`src/rtl/uart_tx_feeder_pkg.sv`:
```
// Shared types and constants for the UART transmit feeder.
// Build option: UART_TX_CHKSUM_EN appends an XOR checksum byte after each packet.
package uart_tx_feeder_pkg;

    // Cycles to wait for tx_busy before re-pulsing the same byte
    localparam int RETRY_CYCLES = 4;
    localparam int RETRY_W      = 3;

`ifdef UART_TX_CHKSUM_EN
    // Entry is {last, byte}
    localparam int FIFO_W = 9;

    typedef enum logic [1:0] {
        IDLE      = 2'd0,
        WAIT_BUSY = 2'd1,
        WAIT_DONE = 2'd2,
        CHK       = 2'd3
    } fsm_state_e;
`else
    localparam int FIFO_W = 8;

    typedef enum logic [1:0] {
        IDLE      = 2'd0,
        WAIT_BUSY = 2'd1,
        WAIT_DONE = 2'd2
    } fsm_state_e;
`endif

endpackage

```
`src/rtl/uart_byte_fifo.sv`:
```
// Small synchronous FIFO with a separate occupancy counter so full/empty are
// unambiguous, plus a sticky overflow flag for writes that arrive while full.
module uart_byte_fifo #(
    parameter int DEPTH = 16,
    parameter int AW    = 4,
    parameter int W     = 8
) (
    input  logic          clk,
    input  logic          rst,
    input  logic          push_req,
    input  logic [W-1:0]  push_data,
    input  logic          pop_req,
    output logic [W-1:0]  pop_data,
    output logic          full,
    output logic          empty,
    output logic [AW:0]   level,
    output logic          overflow
);

    logic [W-1:0]  mem_q [DEPTH];
    logic [AW-1:0] wr_ptr_q, wr_ptr_d;
    logic [AW-1:0] rd_ptr_q, rd_ptr_d;
    logic [AW:0]   level_q, level_d;
    logic          overflow_q, overflow_d;
    logic          push, pop;

    assign full     = (level_q == (AW+1)'(DEPTH));
    assign empty    = (level_q == '0);
    assign level    = level_q;
    assign overflow = overflow_q;
    assign pop_data = mem_q[rd_ptr_q];

    // A write while full is dropped even if a pop frees a slot that same cycle
    assign push = push_req && !full;
    assign pop  = pop_req && !empty;

    // Next-state for pointers, occupancy and the sticky overflow flag
    always_comb begin
        wr_ptr_d   = wr_ptr_q;
        rd_ptr_d   = rd_ptr_q;
        level_d    = level_q;
        overflow_d = overflow_q | (push_req && full);
        if (push) wr_ptr_d = wr_ptr_q + 1'b1;
        if (pop)  rd_ptr_d = rd_ptr_q + 1'b1;
        case ({push, pop})
            2'b10:   level_d = level_q + 1'b1;
            2'b01:   level_d = level_q - 1'b1;
            default: level_d = level_q;
        endcase
    end

    // Control state registers
    always_ff @(posedge clk or posedge rst) begin
        if (rst) begin
            wr_ptr_q   <= '0;
            rd_ptr_q   <= '0;
            level_q    <= '0;
            overflow_q <= 1'b0;
        end else begin
            wr_ptr_q   <= wr_ptr_d;
            rd_ptr_q   <= rd_ptr_d;
            level_q    <= level_d;
            overflow_q <= overflow_d;
        end
    end

    // Storage array; contents need no reset since level gates every read
    always_ff @(posedge clk) begin
        if (push) mem_q[wr_ptr_q] <= push_data;
    end

endmodule

```
`src/rtl/uart_tx_feeder.sv`:
```
// Buffers system-side bytes and hands them to the UART transmitter one at a
// time, pacing on tx_busy and re-pulsing if the transmitter never responds.
// Build option: UART_TX_CHKSUM_EN closes each packet with an XOR checksum byte.
module uart_tx_feeder
    import uart_tx_feeder_pkg::*;
#(
    parameter int DEPTH = 16,
    parameter int AW    = 4
) (
    input  logic        clk,
    input  logic        rst,
    input  logic        wr_en,
    input  logic [7:0]  wr_data,
    input  logic        wr_last,
    output logic        full,
    output logic        empty,
    output logic [AW:0] level,
    output logic        overflow,
    input  logic        tx_busy,
    output logic        tx_data_valid,
    output logic [7:0]  tx_data_out
);

    fsm_state_e          state_q, state_d;
    logic [7:0]          tx_data_q, tx_data_d;
    logic                tx_valid_q, tx_valid_d;
    logic [RETRY_W-1:0]  retry_cnt_q, retry_cnt_d;
    logic                pop;
    logic [FIFO_W-1:0]   fifo_in;
    logic [FIFO_W-1:0]   fifo_out;

`ifdef UART_TX_CHKSUM_EN
    logic [7:0] acc_q, acc_d;
    logic       pend_q, pend_d;
    assign fifo_in = {wr_last, wr_data};
`else
    logic unused_wr_last;
    assign unused_wr_last = wr_last;
    assign fifo_in        = wr_data;
`endif

    assign tx_data_valid = tx_valid_q;
    assign tx_data_out   = tx_data_q;

    uart_byte_fifo #(
        .DEPTH (DEPTH),
        .AW    (AW),
        .W     (FIFO_W)
    ) u_fifo (
        .clk       (clk),
        .rst       (rst),
        .push_req  (wr_en),
        .push_data (fifo_in),
        .pop_req   (pop),
        .pop_data  (fifo_out),
        .full      (full),
        .empty     (empty),
        .level     (level),
        .overflow  (overflow)
    );

    // Issue FSM: pop and pulse, wait for busy (retrying), wait for idle
    always_comb begin
        state_d     = state_q;
        tx_data_d   = tx_data_q;
        tx_valid_d  = 1'b0;
        retry_cnt_d = retry_cnt_q;
        pop         = 1'b0;
`ifdef UART_TX_CHKSUM_EN
        acc_d       = acc_q;
        pend_d      = pend_q;
`endif
        case (state_q)
            IDLE: begin
                // tx_busy gate also covers a transmitter still mid-frame after reset
                if (!empty && !tx_busy) begin
                    pop         = 1'b1;
                    tx_data_d   = fifo_out[7:0];
                    tx_valid_d  = 1'b1;
                    retry_cnt_d = '0;
                    state_d     = WAIT_BUSY;
`ifdef UART_TX_CHKSUM_EN
                    acc_d = acc_q ^ fifo_out[7:0];
                    if (fifo_out[8]) pend_d = 1'b1;
`endif
                end
            end
            WAIT_BUSY: begin
                if (tx_busy) begin
                    state_d = WAIT_DONE;
                end else if (retry_cnt_q == RETRY_W'(RETRY_CYCLES - 1)) begin
                    // Transmitter missed the pulse: resend the held byte, no pop
                    tx_valid_d  = 1'b1;
                    retry_cnt_d = '0;
                end else begin
                    retry_cnt_d = retry_cnt_q + 1'b1;
                end
            end
            WAIT_DONE: begin
                if (!tx_busy) begin
`ifdef UART_TX_CHKSUM_EN
                    state_d = pend_q ? CHK : IDLE;
`else
                    state_d = IDLE;
`endif
                end
            end
`ifdef UART_TX_CHKSUM_EN
            CHK: begin
                tx_data_d   = acc_q;
                tx_valid_d  = 1'b1;
                acc_d       = '0;
                pend_d      = 1'b0;
                retry_cnt_d = '0;
                state_d     = WAIT_BUSY;
            end
`endif
            default: state_d = IDLE;
        endcase
    end

    // FSM and output registers
    always_ff @(posedge clk or posedge rst) begin
        if (rst) begin
            state_q     <= IDLE;
            tx_data_q   <= 8'h00;
            tx_valid_q  <= 1'b0;
            retry_cnt_q <= '0;
        end else begin
            state_q     <= state_d;
            tx_data_q   <= tx_data_d;
            tx_valid_q  <= tx_valid_d;
            retry_cnt_q <= retry_cnt_d;
        end
    end

`ifdef UART_TX_CHKSUM_EN
    // Checksum accumulator and pending flag
    always_ff @(posedge clk or posedge rst) begin
        if (rst) begin
            acc_q  <= 8'h00;
            pend_q <= 1'b0;
        end else begin
            acc_q  <= acc_d;
            pend_q <= pend_d;
        end
    end
`endif

endmodule

```
`config.mk`:
```
export PLATFORM = sky130hd
export DESIGN_NAME = uart_tx_feeder
export DESIGN_NICKNAME = d
export VERILOG_FILES = /design/src/rtl/uart_tx_feeder_pkg.sv /design/src/rtl/uart_byte_fifo.sv /design/src/rtl/uart_tx_feeder.sv
export SDC_FILE = /design/constraint.sdc
export NUM_CORES = 1
export LEC_CHECK = 0
export ABC_AREA = 1
export CORE_UTILIZATION = 49
export CTS_CLUSTER_DIAMETER = 30
export DETAILED_ROUTE_END_ITERATION = 7
export PLACE_DENSITY = 0.72
export REMOVE_ABC_BUFFERS = 1
export SLEW_MARGIN = 20
export SYNTH_ARGS = -nofsm -noshare
export SYNTH_HDL_FRONTEND = slang
export SYNTH_SLANG_ARGS = --single-unit
```
`constraint.sdc`:
```
create_clock -name clk -period 2.7 [get_ports clk]
set_input_delay 0.54 -clock clk [delete_from_list [all_inputs] [get_ports clk]]
set_output_delay 0.54 -clock clk [all_outputs]
set_load 0.01 [all_outputs]
```
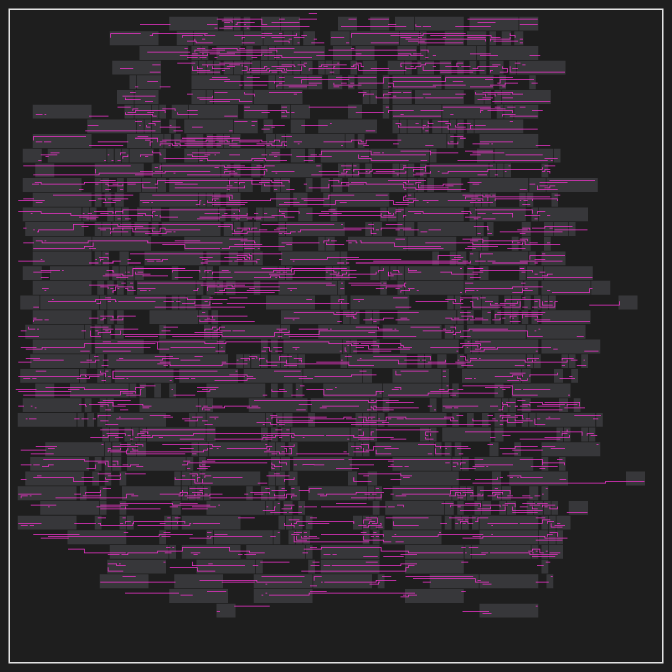
Run 1: met1 routing
Cells faint in the background.
share of all routed wire: 42%
nets with wire on the layer: 709
main direction: horizontal
wire length on this layer: 6130 um

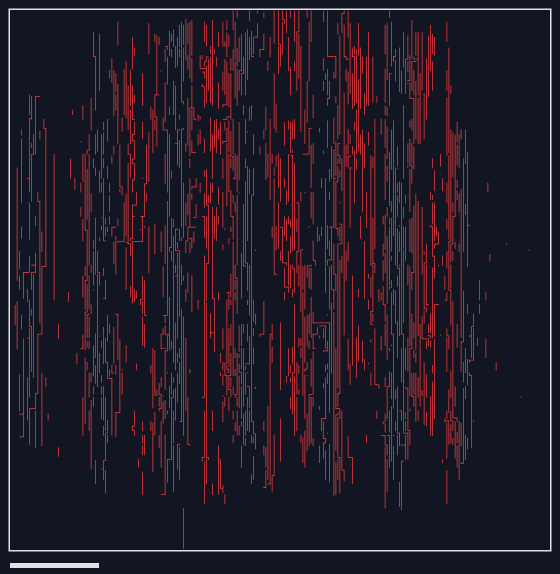
Run 1: metal 2
Bar = 20 um.
main direction: vertical
wire length on this layer: 7080 um
longest straight run: 54.1 um
share of all routed wire: 49%
nets with wire on the layer: 565

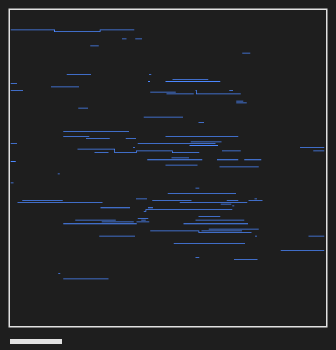
Run 1: met3 routing
Bar = 20 um.
wire length on this layer: 913 um
nets with wire on the layer: 47
longest straight run: 32.9 um
main direction: horizontal

==> results.py, run 1 <==
# Flow results
metrics = {
    "critical_path": {
        "cp-end-kind": "flip-flop",
        "critPathLaunchType": "flip-flop",
        "critPathKind": "reg2reg",
        "required_ns": 3.01,
        "worst-path-max-fanout": 7,
    },
    "synth": {
        "ys.flop_type": "edfxtp_1",
        "yosysChipArea_sq_um": 6920,
        "yosysWarnings": 0,
        "synthCells": 686,
        "synth-seq-cells": 156,
        "avgSynthCellArea_sq_um": 10.1,
        "ys_seq_frac": 0.657,
        "netlist_area_sq_um": 6920,
    },
    "floorplanning": {
        "die_h_um": 121,
        "die_area_sq_um": 14600,
        "rows": 43,
    },
    "job": {
        "max_cap_viol_count": 0,
        "tool_warnings": 29,
    },
    "clock_tree": {
        "cts_inserted_buffers": 17,
        "postCtsResizedCells": 0,
        "clk_latency_ns": 0.42,
        "cts_hold_buffers": 0,
        "cts_tree": "yes",
        "clockBufferDepth": 2,
    },
    "timing": {
        "hold_viol_final": 0,
        "worstMarginPinSlew_ns": 0.702,
        "finalSetupViolations": 0,
        "fin_crit_sh": 0.873,
        "report.final.slew_viol_count": 0,
        "slew_headroom": 0.530,
        "fin_hold_ws_ns": 0.432,
        "clock_skew_ns": 0.00590,
        "fin_ws_ns": 0.343,
    },
    "routing": {
        "drc": 0,
        "ant_nets": 0,
        "via_per_inst": 5.12,
        "first_pass_iters": 4,
        "wl_per_cell_um": 15.8,
        "vias": 4720,
        "wl_um": 14500,
    },
    "layout": {
        "final_layout_size_suffix_gt1_frac": 0.0768,
        "synthToLayoutAreaGrowth_pct": 16.0,
        "final_layout_top_logic_cells": "217 x nand2_1, 128 x edfxtp_1, 119 x inv_1, 99 x nand3_1, 28 x clkdlybuf4s50_1",
        "comb_area_sq_um": 1750,
        "antenna_cells": 0,
    },
    "run_status": {
        "run_status": "finished, final reports clean",
    },
    "power": {
        "peakVddDrop_mv": 0.487,
        "p_leak_uw": 0.00357,
    },
    "place": {
        "port_buffers": 28,
        "gp_congestion": 0.814,
        "placed_area_sq_um": 7450,
    },
    "grt": {
        "antenna_found_initial": 0,
    },
}
[run 1: where the power goes]
group	internal [uW]	leakage [uW]	total, uW	switching [uW]
Combinational	1010	0.00179	2880	1870
Clock	1440	0.000283	2360	915
Sequential	3000	0.00150	3280	278
[run 1: worst paths after layout]
kind / to / slack (ns) / depth (start not counted)
max reg2reg: u_fifo.level[4]$_DFFE_PP0P_ / 0.34 / 12
min: u_fifo.level[4]$_DFFE_PP0P_ / 0.43 / 2
max in group asynchronous: u_fifo.rd_ptr_q[0]$_DFFE_PP0P_ / 1.63 / 3
min reg2reg: state_q[1]$_DFFE_PP0P_ / 0.48 / 1
max: u_fifo.level[4]$_DFFE_PP0P_ / 0.34 / 12
min in group clk: state_q[1]$_DFFE_PP0P_ / 0.48 / 1
[run 1: state kept, by name, indices dropped and copies added, names as in the netlist]
register and flops:
u_fifo.wr_ptr_q 4, tx_data_out 8, state_q 2, u_fifo.rd_ptr_q 4, u_fifo.overflow 1, retry_cnt_q 3
tx_data_valid 1, u_fifo.level 5, u_fifo.mem_q 128
[run 1: final cells by class]
| type | count | share of cell area |
|---|---|---|
| clock buffers | 19 | 0.0539 |
| clock inverters | 13 | 0.0187 |
| inverters | 122 | 0.0570 |
| multi-input cells | 379 | 0.218 |
| flip-flops and latches | 156 | 0.566 |
| well taps | 180 | 0.0280 |
| repair buffers | 53 | 0.0583 |
[run 1: stage by stage]
stage / TNS, ns / instances / power [uW]
2_1_floorplan: 0 / 657 / 5050
3_3_place_gp: 0 / 890 / 6080
3_5_place_dp: -0.0201 / 890 / 6190
4_1_cts: 0 / 922 / 8550
5_1_grt: 0 / 922 / 9020
6_report: 0 / 922 / 8520
[run 1: worst max-delay path, cell delays in order (launching register included)]
cell and delay (ns):
dfrtp_1 0.45, nor2_1 0.18, nand4_1 0.12, nand2_1 0.10
inv_1 0.06, ha_1 0.30, fa_1 0.44, nand3_1 0.10
nand2_1 0.10, a21oi_1 0.19, o21ai_1 0.09, nand2_1 0.07
nand2_1 0.05
[run 1: synthesized netlist by cell type, types with 2 or more instances]
master	instances	area share
nor2_1	9	0.0049
o21ai_0	5	0.0036
edfxtp_1	128	0.56
nor3_1	14	0.010
clkbuf_1	2	0.0011
xor2_1	7	0.0089
nand3_1	99	0.072
dfrtp_1	28	0.10
inv_1	119	0.065
a21oi_1	6	0.0043
nand4_1	2	0.0018
nand2_1	217	0.12
buf_2	17	0.012
o21ai_1	2	0.0014
buf_4	8	0.0087
ha_1	10	0.018
inv_2	2	0.0011
[run 1: cell families after synthesis]
| logic type | synth area share |
|---|---|
| buffers and inverters | 0.0904 |
| AND/OR/NAND/NOR | 0.208 |
| XOR/XNOR | 0.0101 |
| adder cells (fa/ha/maj) | 0.0210 |
| AND-OR/OR-AND | 0.0139 |
| flip-flops | 0.657 |
[run 1: routing by layer]
metal | global-route usage | up-vias | wire length [um]
met5 | 0 | - | 0
met4 | 0.110 | 0 | 402
met3 | 0.0358 | 31 | 913
met2 | 0.356 | 135 | 7080
met1 | 0.276 | 2267 | 6130
li1 | - | 2287 | -
--- run 2 (diff from run 1) ---
- CAP_MARGIN: not set -> 20
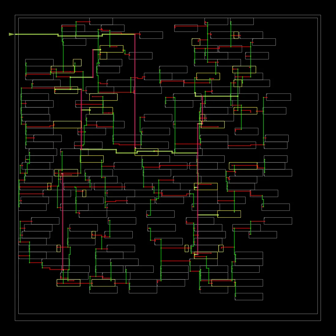
Run 2: clock nets
P_clk: 2360 uW
Late-Pin Clk Latency: 0.42 ns
skew final: 0.00590 ns
flop count: 156
CLK BUF: 19

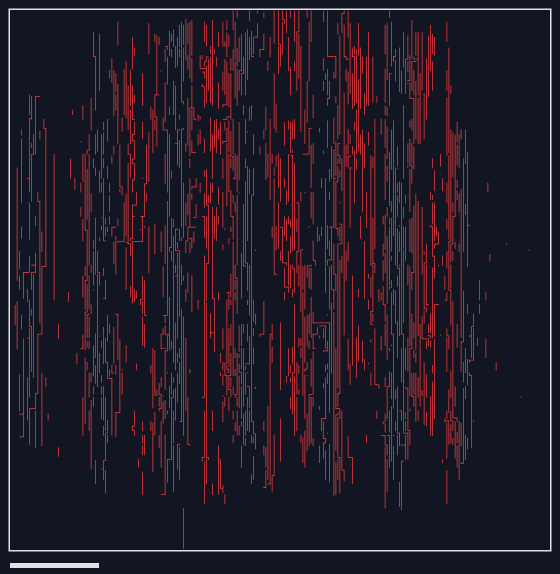
Run 2: metal 2
Bar = 20 um.
vias: 4720
met2 Use GR: 0.356

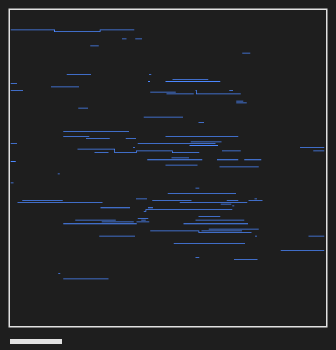
Run 2: met3 routing
Bar = 20 um.
wire length on this layer: 913 um
longest straight run: 32.9 um

==> results.py, run 2 <==
# Flow results
metrics = {
    "clock_tree": {
        "cts_tree": "yes",
        "cts_inserted_buffers": 17,
        "postCtsResizedCells": 0,
        "cts_hold_buffers": 0,
        "postCtsSetupBuffers": 0,
        "clockBufferDepth": 2,
    },
    "layout": {
        "final_layout_top_logic_cells": "217 x nand2_1, 128 x edfxtp_1, 119 x inv_1, 99 x nand3_1, 28 x clkdlybuf4s50_1",
        "largest_reg_flops": 128,
        "fin_cells": 922,
        "fin_nets": 753,
        "antenna_cells": 0,
        "fin_util": 0.581,
        "regMostFlops": "u_fifo.mem_q",
        "synthToLayoutAreaGrowth_pct": 16.0,
        "final_layout_size_suffix_gt1_frac": 0.0768,
    },
    "run_status": {
        "run_status": "finished, final reports clean",
    },
    "timing": {
        "fin_crit_ns": 2.36,
        "report.final.slew_viol_count": 0,
        "fin_crit_sh": 0.873,
        "hold_viol_final": 0,
        "fin_hold_ws_ns": 0.432,
        "fin_ws_ns": 0.343,
        "finalSetupViolations": 0,
        "slew_headroom": 0.530,
        "setup_tns_ns": 0,
        "worstMarginPinSlew_ns": 0.702,
    },
    "grt": {
        "grt-ovfl-total": 0,
        "grt_usage": 0.216,
        "grt_max_degree": 42,
        "antenna_found_initial": 0,
    },
    "job": {
        "max_cap_viol_count": 0,
        "tool_warnings": 29,
    },
    "synth": {
        "yosysWarnings": 0,
        "avgSynthCellArea_sq_um": 10.1,
        "top_cell": "nand2_1",
        "yosysChipArea_sq_um": 6920,
        "synth-seq-cells": 156,
        "ys.flop_type": "edfxtp_1",
        "netlist_area_sq_um": 6920,
        "synth.top_cell.area_share": 0.555,
        "area_leaders": "edfxtp_1 56%, nand2_1 12%, dfrtp_1 10%, nand3_1 7.2%, inv_1 6.5%",
        "yosys.area.top_type": "edfxtp_1",
        "ys_seq_frac": 0.657,
        "synthCells": 686,
        "top_cells_by_count": "217 x nand2_1, 128 x edfxtp_1, 119 x inv_1",
        "edf_count": 128,
    },
    "critical_path": {
        "required_ns": 3.01,
        "cp_slowest_cell": "dfrtp_1",
        "cp-end-kind": "flip-flop",
        "ff2ff_path_depth": 12,
        "critPathLaunchType": "flip-flop",
        "path_cells": "nor2_1 -> nand4_1 -> nand2_1 -> inv_1 -> ha_1 -> fa_1 -> nand3_1 -> nand2_1 -> a21oi_1 -> o21ai_1 -> nand2_1 -> nand2_1",
        "critPathMostFrequentCell": "nand2_1",
        "cpPeakStageDelay_ns": 0.45,
        "worst-path-max-fanout": 7,
        "arrival_ns": 2.66,
        "reg2reg_to": "u_fifo.level[4]$_DFFE_PP0P_",
        "reg2reg_slack_ns": 0.34,
        "path_buffers": 1,
        "crit_family": "adder cells",
        "critPathKind": "reg2reg",
    },
    "floorplanning": {
        "rows": 43,
        "core_sq_um": 13800,
        "die_h_um": 121,
        "floorplan.core_util": 0.500,
        "die_area_sq_um": 14600,
    },
    "routing": {
        "drc": 0,
        "drt_iter0_drc": 280,
        "ant_nets": 0,
        "wl_per_cell_um": 15.8,
        "via_per_inst": 5.12,
        "wl_um": 14500,
        "first_pass_iters": 4,
    },
    "place": {
        "port_buffers": 28,
        "gp_congestion": 0.814,
        "place_inst": 890,
        "dp_hpwl_um": 9170,
    },
    "power": {
        "peakVddDrop_mv": 0.487,
        "p_leak_uw": 0.00357,
    },
}
==> run 2: cell counts after synthesis <==
Identical to the previous run, type by type.
==> run 2: worst max path at each step <==
stage,from,to,depth (start not counted)
after floorplan,u_fifo.rd_ptr_q[0]$_DFFE_PP0P_,tx_data_out[0]$_DFFE_PP0P_,9
after global placement,tx_busy,u_fifo.level[4]$_DFFE_PP0P_,12
after detailed placement,tx_busy,u_fifo.level[4]$_DFFE_PP0P_,12
after CTS,u_fifo.level[1]$_DFFE_PP0P_,u_fifo.level[4]$_DFFE_PP0P_,12
after global routing,u_fifo.level[1]$_DFFE_PP0P_,u_fifo.level[4]$_DFFE_PP0P_,12
final,u_fifo.level[1]$_DFFE_PP0P_,u_fifo.level[4]$_DFFE_PP0P_,12
==> run 2: power breakdown <==
group	internal (uW)	total [uW]	switching, uW
logic	1010	2880	1870
registers	3000	3280	278
clock network	1440	2360	915
==> run 2: kinds of logic (layout without fill, tap and decap cells) <==
kind of cell / Yosys count / in the layout / synth area share
AOI/OAI and AO/OA: 17 / 17 / 0.0139
xor gates and xnor gates: 8 / 8 / 0.0101
adders and majority gates: 11 / 11 / 0.0210
buffers and inverters: 151 / 207 / 0.0904
DFF: 156 / 156 / 0.657
and+or+nand+nor: 343 / 343 / 0.208
==> run 2: area by class of cell <==
cell class / instances / area, sq um
inverter: 122 / 458
sequential: 156 / 4550
clock buffer: 19 / 433
tap: 180 / 225
clock inverter: 13 / 150
multi-input combinational: 379 / 1750
timing repair buffer: 53 / 468
fill: 1120 / 5800
==> run 2: metrics by stage <==
step                total power [uW]  area, sq um
finish                          8520         8030
global route                    9020         8030
CTS                             8550         8030
detailed placement              6190         7450
global placement                6080         7450
floorplan                       5050         6750
==> run 2: routing by layer <==
| layer | global-route usage | wire (um) | share of wire |
|---|---|---|---|
| met5 | 0 | 0 | 0 |
| met4 | 0.110 | 402 | 0.028 |
| met3 | 0.0358 | 913 | 0.063 |
| met2 | 0.356 | 7080 | 0.49 |
| met1 | 0.276 | 6130 | 0.42 |
Run 2, met1 routing:
Cells faint in the background.
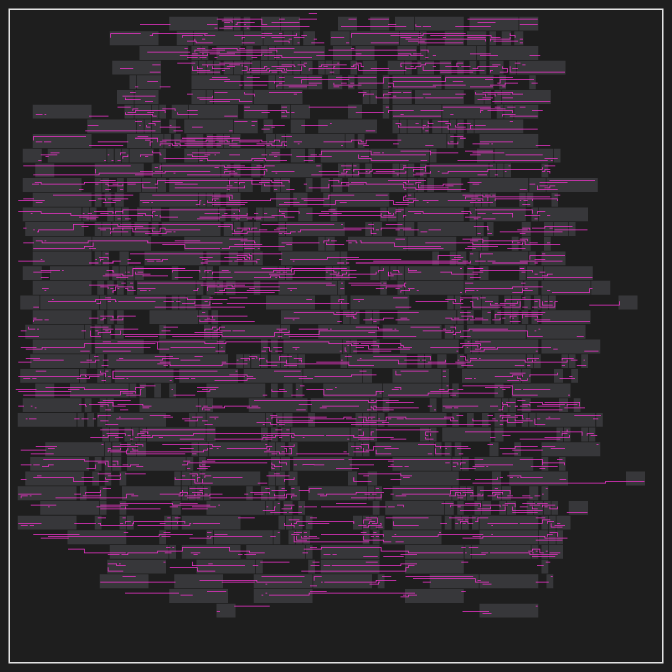

--- run 3 (diff from run 2) ---
- ABC_AREA: 1 -> not set
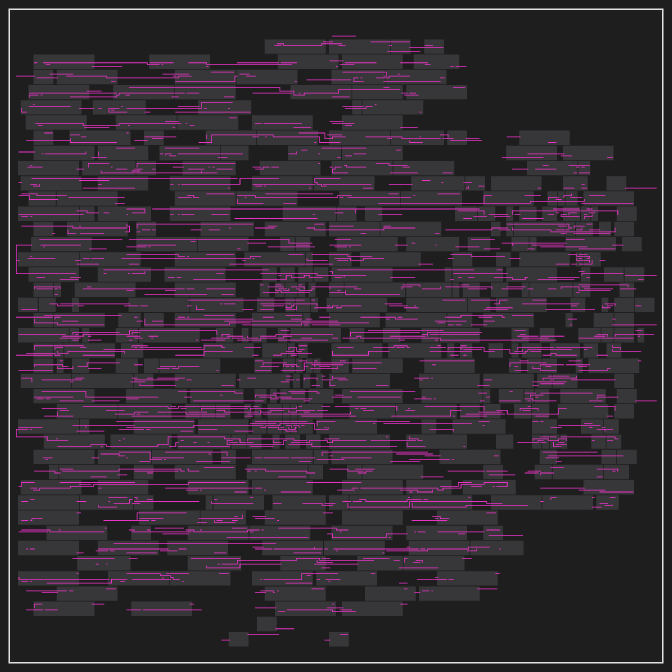
Run 3: met1 routing
Cells faint in the background.
share of all routed wire: 43%
main direction: horizontal
longest straight run: 58.4 um

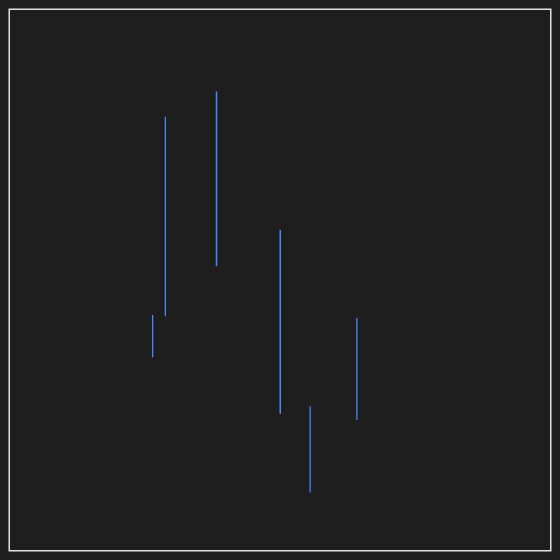
Run 3: metal 4
longest straight run: 42.8 um
main direction: vertical
nets with wire on the layer: 3
wire length on this layer: 169 um
share of all routed wire: 1.5%

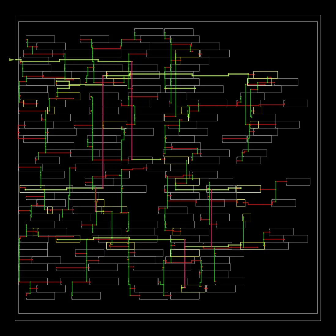
Run 3: clock nets
Late-Pin Clk Latency: 0.43 ns
CLK BUF: 20
P_clk: 2250 uW
CTS Sinks: 156

==> results.py, run 3 <==
# Flow results
metrics = {
    "routing": {
        "first_pass_iters": 4,
        "ant_nets": 0,
        "vias": 3178,
        "drc": 0,
        "drt_iter0_drc": 174,
    },
    "layout": {
        "fin_nets": 429,
        "final_area_sq_um": 7700,
        "fin_util": 0.605,
        "regMostFlops": "u_fifo.mem_q",
        "antenna_cells": 0,
        "final_layout_size_suffix_gt1_frac": 0.237,
    },
    "grt": {
        "grt_max_degree": 36,
        "antenna_found_initial": 0,
        "grt-ovfl-total": 0,
        "grt_usage": 0.186,
    },
    "synth": {
        "synthCells": 336,
        "avgSynthCellArea_sq_um": 19.2,
        "synth-seq-cells": 156,
        "ys_seq_frac": 0.705,
        "yosysWarnings": 0,
        "area_leaders": "edfxtp_1 60%, dfrtp_1 11%, mux4_1 10%, mux2i_1 2.6%, mux4_2 2.4%",
        "ys.flop_type": "edfxtp_1",
    },
    "power": {
        "p_leak_uw": 0.00282,
        "p_switching_uw": 2330,
    },
    "timing": {
        "hold_viol_final": 0,
        "worstMarginPinSlew_ns": 0.758,
        "fin_ws_ns": 0.0798,
        "clock_skew_ns": 0.0125,
    },
    "critical_path": {
        "critPathLaunchType": "flip-flop",
        "worst-path-max-fanout": 5,
        "arrival_ns": 2.08,
    },
    "clock_tree": {
        "clockBufferDepth": 2,
        "cts_inserted_buffers": 17,
    },
    "place": {
        "place_inst": 558,
        "placed_area_sq_um": 7110,
    },
    "run_status": {
        "run_status": "finished, final reports clean",
    },
    "floorplanning": {
        "rows": 41,
    },
}
-- run 3: kinds of logic after synthesis --
family / Yosys count / share of synthesized area
buffers and inverters: 22 / 0.0233
xor gates and xnor gates: 11 / 0.0149
AOI/OAI and AO/OA: 23 / 0.0264
and+or+nand+nor: 55 / 0.0396
muxes: 58 / 0.168
DFF: 156 / 0.705
adders and majority gates: 11 / 0.0225
-- run 3: area by class of cell --
| cell class | instances | area [sq um] |
|---|---|---|
| clock inverter | 12 | 111 |
| fill | 1004 | 5020 |
| sequential | 156 | 4550 |
| timing repair buffer | 66 | 578 |
| tap | 172 | 215 |
| clock buffer | 20 | 457 |
| inverter | 6 | 22.5 |
| multi-input combinational | 158 | 1770 |
-- run 3: metrics by stage --
step                      hold WS [ns]  setup TNS (ns)  total power (uW)
after floorplan                  0.449           -1.20              4770
after global placement           0.439               0              5660
after detailed placement         0.456         -0.0853              5740
after CTS                        0.469               0              8020
after global routing             0.490               0              8330
final                            0.463               0              7930
-- run 3: power by group through the flow --
stage	Combinational, uW	Clock, uW	Sequential, uW
after floorplan	1300	0	3470
after global placement	2360	0	3300
after detailed placement	2420	0	3320
after CTS	2440	2300	3270
after global routing	2620	2400	3310
final	2410	2250	3270
-- run 3: worst max-delay path: stages, from the launching register on --
cell and delay (ns):
dfrtp_1 0.39, buf_4 0.16, nor4_2 0.38, and2_1 0.20, clkdlybuf4s50_1 0.53
-- run 3: repair_timing --
action                     4_1_cts  5_1_grt
setup endpoints to repair        1        2
cloned                           0        0
hold endpoints to repair         0        0
gates resized                    1        3
hold buffers                     0        0
-- run 3: metal layers --
layer / vias up / global-route usage / routed length, um
met5: - / 0 / 0
met4: 0 / 0.0717 / 168
met3: 15 / 0.0576 / 497
met2: 62 / 0.305 / 5650
met1: 1618 / 0.235 / 4830
li1: 1483 / - / -
-- run 3: final timing paths --
kind | startpoint | cells past startpoint | to | slack, ns
worst min register to register | u_fifo.overflow$_DFF_PP0_ | 1 | u_fifo.overflow$_DFF_PP0_ | 0.46
worst max-delay path | u_fifo.level[1]$_DFFE_PP0P_ | 4 | full | 0.08
max in group asynchronous | rst | 3 | u_fifo.rd_ptr_q[0]$_DFFE_PP0P_ | 1.88
min in group asynchronous | rst | 3 | retry_cnt_q[2]$_DFFE_PP0P_ | 0.52
worst min-delay path | u_fifo.overflow$_DFF_PP0_ | 1 | u_fifo.overflow$_DFF_PP0_ | 0.46
worst max register to register | u_fifo.level[1]$_DFFE_PP0P_ | 9 | u_fifo.level[4]$_DFFE_PP0P_ | 0.13
Power is estimated from default activity; no workload was simulated.
